$ cat config.mk
export PLATFORM = sky130hd
export DESIGN_NAME = apb_rr_master
export DESIGN_NICKNAME = d
export VERILOG_FILES = /design/src/rtl/apb_rr_master.sv
export SDC_FILE = /design/constraint.sdc
export NUM_CORES = 1
export LEC_CHECK = 0
export ABC_AREA = 1
export CAP_MARGIN = 20
export CORE_AREA = 5 5 164 166
export CTS_CLUSTER_SIZE = 30
export DETAILED_ROUTE_END_ITERATION = 10
export DIE_AREA = 0 0 169 171
export PLACE_DENSITY_LB_ADDON = 0.3
export SYNTH_ARGS = -nofsm -noshare
export SYNTH_HDL_FRONTEND = slang
export SYNTH_SLANG_ARGS = --single-unit
export TNS_END_PERCENT = 1
$ cat constraint.sdc
create_clock -name PCLK -period 2.3 [get_ports PCLK]
set_clock_uncertainty 0.2 [all_clocks]
set_input_delay 0.345 -clock PCLK [delete_from_list [all_inputs] [get_ports PCLK]]
set_output_delay 0.345 -clock PCLK [all_outputs]
set_load 0.1 [all_outputs]
$ cat src/rtl/apb_rr_master.sv
// apb_rr_master: shares one APB bus among NUM_REQ local requesters with
// round-robin arbitration. One transfer in flight; SETUP -> ACCESS sequencing;
// back-to-back SETUP when a new request is accepted on the completion edge.
//
// Optional build macro: APB_TIMEOUT_EN
//   Adds a wait-state counter that aborts a transfer after TIMEOUT_CYCLES
//   consecutive ACCESS cycles with PREADY=0 and reports it via rsp_err.
//   Without it the bus waits for PREADY indefinitely and rsp_err is tied 0.
//
// Ports:
//   PCLK, PRESETn                 clock, async active-low reset
//   req_valid/ready/write         per-requester handshake (req_ready is comb)
//   req_addr/wdata/strb           packed per-requester fields, slice i = req i
//   rsp_valid/rsp_rdata/rsp_err   one-hot completion pulse, shared data, error
//   PSELx/PADDR/PWRITE/PSTRB/
//   PWDATA/PENABLE                registered APB master outputs
//   PRDATA/PREADY                 APB slave response
module apb_rr_master #(
    parameter int unsigned DATA_WIDTH     = 32,
    parameter int unsigned ADDR_WIDTH     = 32,
    parameter int unsigned NBYTES         = DATA_WIDTH / 8,
    parameter int unsigned NUM_REQ        = 4,
    parameter int unsigned TIMEOUT_CYCLES = 16
) (
    input  logic                           PCLK,
    input  logic                           PRESETn,
    input  logic [NUM_REQ-1:0]             req_valid,
    output logic [NUM_REQ-1:0]             req_ready,
    input  logic [NUM_REQ-1:0]             req_write,
    input  logic [NUM_REQ*ADDR_WIDTH-1:0]  req_addr,
    input  logic [NUM_REQ*DATA_WIDTH-1:0]  req_wdata,
    input  logic [NUM_REQ*NBYTES-1:0]      req_strb,
    output logic [NUM_REQ-1:0]             rsp_valid,
    output logic [DATA_WIDTH-1:0]          rsp_rdata,
    output logic                           rsp_err,
    output logic                           PSELx,
    output logic [ADDR_WIDTH-1:0]          PADDR,
    output logic                           PWRITE,
    output logic [NBYTES-1:0]              PSTRB,
    output logic [DATA_WIDTH-1:0]          PWDATA,
    output logic                           PENABLE,
    input  logic [DATA_WIDTH-1:0]          PRDATA,
    input  logic                           PREADY
);

    localparam int unsigned PTR_W = (NUM_REQ > 1) ? $clog2(NUM_REQ) : 1;

    typedef enum logic [1:0] {IDLE, SETUP, ACCESS} state_e;

    state_e                  state_q, state_d;
    logic [PTR_W-1:0]        last_q, last_d;
    logic [PTR_W-1:0]        owner_q, owner_d;
    logic                    psel_q, psel_d;
    logic                    penable_q, penable_d;
    logic [ADDR_WIDTH-1:0]   paddr_q, paddr_d;
    logic                    pwrite_q, pwrite_d;
    logic [NBYTES-1:0]       pstrb_q, pstrb_d;
    logic [DATA_WIDTH-1:0]   pwdata_q, pwdata_d;
    logic [NUM_REQ-1:0]      rsp_valid_q, rsp_valid_d;
    logic [DATA_WIDTH-1:0]   rsp_rdata_q, rsp_rdata_d;

`ifdef APB_TIMEOUT_EN
    localparam int unsigned CNT_W = $clog2(TIMEOUT_CYCLES + 1);
    logic [CNT_W-1:0]        cnt_q, cnt_d;
    logic                    rsp_err_q, rsp_err_d;
`endif

    logic                    gnt_found;
    logic [PTR_W-1:0]        gnt_idx;
    logic                    accept;
    logic [ADDR_WIDTH-1:0]   sel_addr;
    logic [DATA_WIDTH-1:0]   sel_wdata;
    logic [NBYTES-1:0]       sel_strb;
    logic                    sel_write;

    // Round-robin search: indices above last grant first, then wrap to the rest.
    always_comb begin
        gnt_found = 1'b0;
        gnt_idx   = '0;
        for (int unsigned i = 0; i < NUM_REQ; i++) begin
            if (!gnt_found && req_valid[i] && (PTR_W'(i) > last_q)) begin
                gnt_found = 1'b1;
                gnt_idx   = PTR_W'(i);
            end
        end
        for (int unsigned i = 0; i < NUM_REQ; i++) begin
            if (!gnt_found && req_valid[i] && (PTR_W'(i) <= last_q)) begin
                gnt_found = 1'b1;
                gnt_idx   = PTR_W'(i);
            end
        end
        accept    = gnt_found &&
                    ((state_q == IDLE) || ((state_q == ACCESS) && PREADY));
        req_ready = accept ? (NUM_REQ'(1) << gnt_idx) : '0;
    end

    // Field mux for the granted slice.
    always_comb begin
        sel_addr  = '0;
        sel_wdata = '0;
        sel_strb  = '0;
        sel_write = 1'b0;
        for (int unsigned i = 0; i < NUM_REQ; i++) begin
            if (PTR_W'(i) == gnt_idx) begin
                sel_addr  = req_addr[i*ADDR_WIDTH +: ADDR_WIDTH];
                sel_wdata = req_wdata[i*DATA_WIDTH +: DATA_WIDTH];
                sel_strb  = req_strb[i*NBYTES +: NBYTES];
                sel_write = req_write[i];
            end
        end
    end

    // Next-state and registered-output logic.
    always_comb begin
        state_d     = state_q;
        last_d      = last_q;
        owner_d     = owner_q;
        psel_d      = psel_q;
        penable_d   = penable_q;
        paddr_d     = paddr_q;
        pwrite_d    = pwrite_q;
        pstrb_d     = pstrb_q;
        pwdata_d    = pwdata_q;
        rsp_valid_d = '0;
        rsp_rdata_d = rsp_rdata_q;
`ifdef APB_TIMEOUT_EN
        cnt_d       = cnt_q;
        rsp_err_d   = rsp_err_q;
`endif

        case (state_q)
            IDLE: begin
            end
            SETUP: begin
                state_d   = ACCESS;
                penable_d = 1'b1;
            end
            ACCESS: begin
                if (PREADY) begin
                    rsp_valid_d = NUM_REQ'(1) << owner_q;
                    rsp_rdata_d = pwrite_q ? '0 : PRDATA;
`ifdef APB_TIMEOUT_EN
                    rsp_err_d   = 1'b0;
`endif
                    if (!accept) begin
                        state_d   = IDLE;
                        psel_d    = 1'b0;
                        penable_d = 1'b0;
                    end
                end
`ifdef APB_TIMEOUT_EN
                else if (cnt_q == CNT_W'(TIMEOUT_CYCLES - 1)) begin
                    // This is the last allowed wait cycle: abort and report.
                    state_d     = IDLE;
                    psel_d      = 1'b0;
                    penable_d   = 1'b0;
                    rsp_valid_d = NUM_REQ'(1) << owner_q;
                    rsp_rdata_d = '0;
                    rsp_err_d   = 1'b1;
                end else begin
                    cnt_d = cnt_q + CNT_W'(1);
                end
`endif
            end
            default: begin
                state_d = IDLE;
            end
        endcase

        // Accept only happens in IDLE or on a completing ACCESS edge.
        if (accept) begin
            state_d   = SETUP;
            psel_d    = 1'b1;
            penable_d = 1'b0;
            paddr_d   = sel_addr;
            pwrite_d  = sel_write;
            pstrb_d   = sel_write ? sel_strb : '0;
            pwdata_d  = sel_write ? sel_wdata : '0;
            owner_d   = gnt_idx;
            last_d    = gnt_idx;
`ifdef APB_TIMEOUT_EN
            cnt_d     = '0;
`endif
        end
    end

    always_ff @(posedge PCLK or negedge PRESETn) begin
        if (!PRESETn) begin
            state_q     <= IDLE;
            last_q      <= PTR_W'(NUM_REQ - 1);
            owner_q     <= '0;
            psel_q      <= 1'b0;
            penable_q   <= 1'b0;
            paddr_q     <= '0;
            pwrite_q    <= 1'b0;
            pstrb_q     <= '0;
            pwdata_q    <= '0;
            rsp_valid_q <= '0;
            rsp_rdata_q <= '0;
`ifdef APB_TIMEOUT_EN
            cnt_q       <= '0;
            rsp_err_q   <= 1'b0;
`endif
        end else begin
            state_q     <= state_d;
            last_q      <= last_d;
            owner_q     <= owner_d;
            psel_q      <= psel_d;
            penable_q   <= penable_d;
            paddr_q     <= paddr_d;
            pwrite_q    <= pwrite_d;
            pstrb_q     <= pstrb_d;
            pwdata_q    <= pwdata_d;
            rsp_valid_q <= rsp_valid_d;
            rsp_rdata_q <= rsp_rdata_d;
`ifdef APB_TIMEOUT_EN
            cnt_q       <= cnt_d;
            rsp_err_q   <= rsp_err_d;
`endif
        end
    end

    assign PSELx     = psel_q;
    assign PENABLE   = penable_q;
    assign PADDR     = paddr_q;
    assign PWRITE    = pwrite_q;
    assign PSTRB     = pstrb_q;
    assign PWDATA    = pwdata_q;
    assign rsp_valid = rsp_valid_q;
    assign rsp_rdata = rsp_rdata_q;
`ifdef APB_TIMEOUT_EN
    assign rsp_err   = rsp_err_q;
`else
    assign rsp_err   = 1'b0;
`endif

endmodule

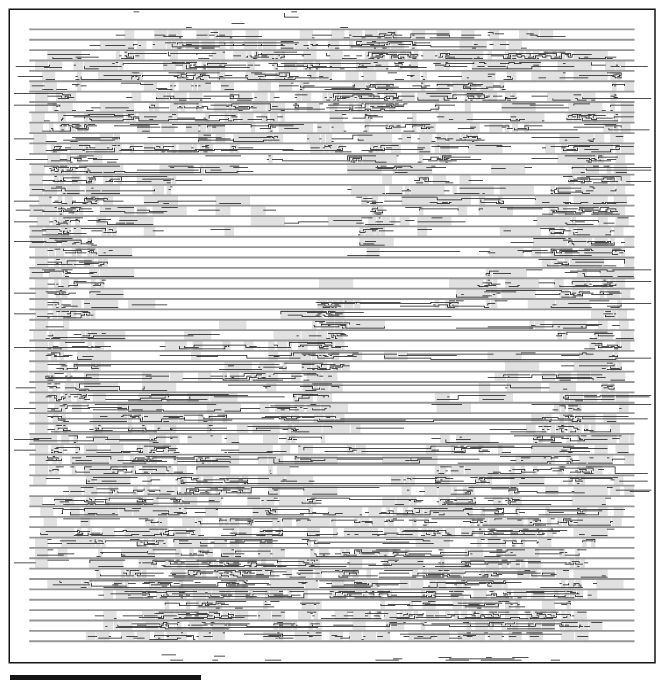
met1.png
Scale bar: 50 microns. Supply wires on this layer in gray.
- nets with wire on the layer: 1482
- main direction: horizontal
- longest straight run: 74.1 microns
M1 GR Usage: 24.7%
Via Count: 7988
total routed wirelength: 30200 microns

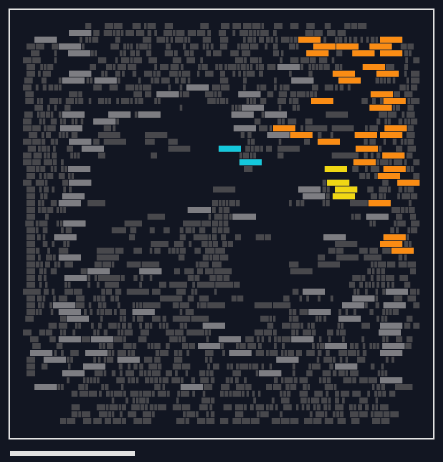
registers.png
Scale bar: 50 microns.
- cyan: state_q (sequential cells 2)
- orange: rsp_rdata (sequential cells 32)
- yellow: rsp_valid (sequential cells 4; where right middle)
Layout Utilization: 47.2%
Reg area: 0.00283 sq mm
P_seq: 3.25 mW
sequential share of cell area: 23.5%

==> flow_summary_export.csv <==
group,metric,value,unit
drt,route.top_layer_used,"met5",
placed_design,gp_congestion,0.947,
pwr,p_sw,11.3,mW
setup_path,critPathCaptureType,"output pin",
logic_synthesis,synth.top_cell.area_share,43.0,%
timing,relSlewSlack,49.9,%
global_route,grt_max_degree,114,
pwr,p_clk_share,13.8,%
cells_and_area,lay_top_count,"nand2_1",
drt,wl_met3,2390,microns
timing,finalMaxSlewViolations,0,
placed_design,port_buffers,425,
cells_and_area,most-common-layout-cells,"nand2_1 (464), clkdlybuf4s50_1 (311), buf_4 (153)",
setup_path,reg2reg_slack,-0.12,ns
drt,dr_wl_met2,14700,microns
run_status,violations,"negative setup slack",
logic_synthesis,ys_sh_mux,0,%
global_route,grt_pass1_vias,7937,
placed_design,placed_area,0.0113,sq mm
die,core_area,0.0255,sq mm
global_route,grt_pass1_wl,45000,microns
pwr,power_density,1610,mW/mm^2
logic_synthesis,yosysTopAreaCell,"dfrtp_1",
pwr,p_leak,5.76,nW
logic_synthesis,synth.cellmix.simpleShare,40.1,%
die,die_y,171,microns
timing,setup-tns-final,-3.18,ns
setup_path,r2r-end,"PSTRB[0]$_DFFE_PN0N_",
drt,drt_iter0_drc,557,
cells_and_area,finalNetCount,1719,
logic_synthesis,ys_cells,960,
cts,htreeDepth,4,
timing,setup_viol,28,
cells_and_area,drive_above_1_share,17.4,%
logic_synthesis,avgSynthCellArea,6.73,sq um
logic_synthesis,async_reset_ff_share,100,%
setup_path,critPathKind,"in2out",
setup_path,cp_max_fo,6,
timing,setup_ws,-0.372,ns
logic_synthesis,synth_flops,113,
drt,ant_nets,0,
global_route,antenna_found_initial,2,
cells_and_area,final_cells,1753,
setup_path,start_kind,"primary input",
run,cap_violations,0,
global_route,grt_use_total,19.9,%
logic_synthesis,synth_adder_area_share,0,%
logic_synthesis,yosysMostFrequentCell,"nand2_1",
setup_path,critPathMaxStageDelay,0.53,ns
drt,first_pass_iters,7,
die,io_pins,427,
setup_path,worst-r2r-cell-count,14,
die,die_w,169,microns
min_path,min_path_type,"reg2reg",
logic_synthesis,netlist_top_cells_count,"nand2_1 (475), dfrtp_1 (111), o21ai_0 (74)",
logic_synthesis,ys_area,0.00646,sq mm
pwr,p_comb_share,69.4,%
pwr,p_int,8.08,mW
pwr,seq_power_share,16.8,%
logic_synthesis,yosys_warnings,0,
cells_and_area,final_area,0.0120,sq mm
pwr,power_leader,"combinational cells",
drt,viasPerCell,4.56,
setup_path,endpoint,"req_ready[0]",
run_status,status,"complete, but fails checks",
cts,cts_tree,"done",
timing,period_minus_slack,2.67,ns
placed_design,hpwl,23200,microns
setup_path,slowest_stage,"clkdlybuf4s50_1",
cts,numCtsBuffers,17,
cts,clock-sinks,113,
logic_synthesis,synthFlopType,"dfrtp_1",
die,initial_core_util,25.4,%
cells_and_area,synthToLayoutAreaGrowth,86.1,%
timing,hold_viol,0,
logic_synthesis,ys_seq_share,43.8,%
die,num_rows,59,
pwr,clk-power,2.66,mW
min_path,min_delay_path_depth,1,
timing,hold_slack,0.255,ns
timing,grt_setup_unrepaired,"yes",
drt,routedWlPerCell,17.2,microns
pwr,p_sw_share,58.2,%
## logic make-up after synthesis
| logic type | after synthesis |
|---|---|
| flops | 113 |
| other cells | 1 |
| simple gates | 635 |
| buf+inv | 90 |
| compound gates | 121 |
## critical path: cells and delay by family
family / cells / cell delay (ns)
AOI/OAI and AO/OA: 1 / 0.14
buffers and inverters: 5 / 1.11
and+or+nand+nor: 4 / 0.51
## cell type report
class,instances,area [sq um]
antenna,1,2.50
timing repair buffer,491,4740
inverter,24,91.3
clock inverter,15,166
fill,2598,13400
clock buffer,17,425
multi-input combinational,757,3350
tap,335,419
sequential,113,2830
## repair_timing
action,CTS,global route
setup endpoints to repair,60,65
gates resized,17,4
endpoints found under the hold margin,111,0
buffers inserted,7,0
pin swaps,8,2
hold buffers,1,0
Power is estimated from default activity; no workload was simulated.
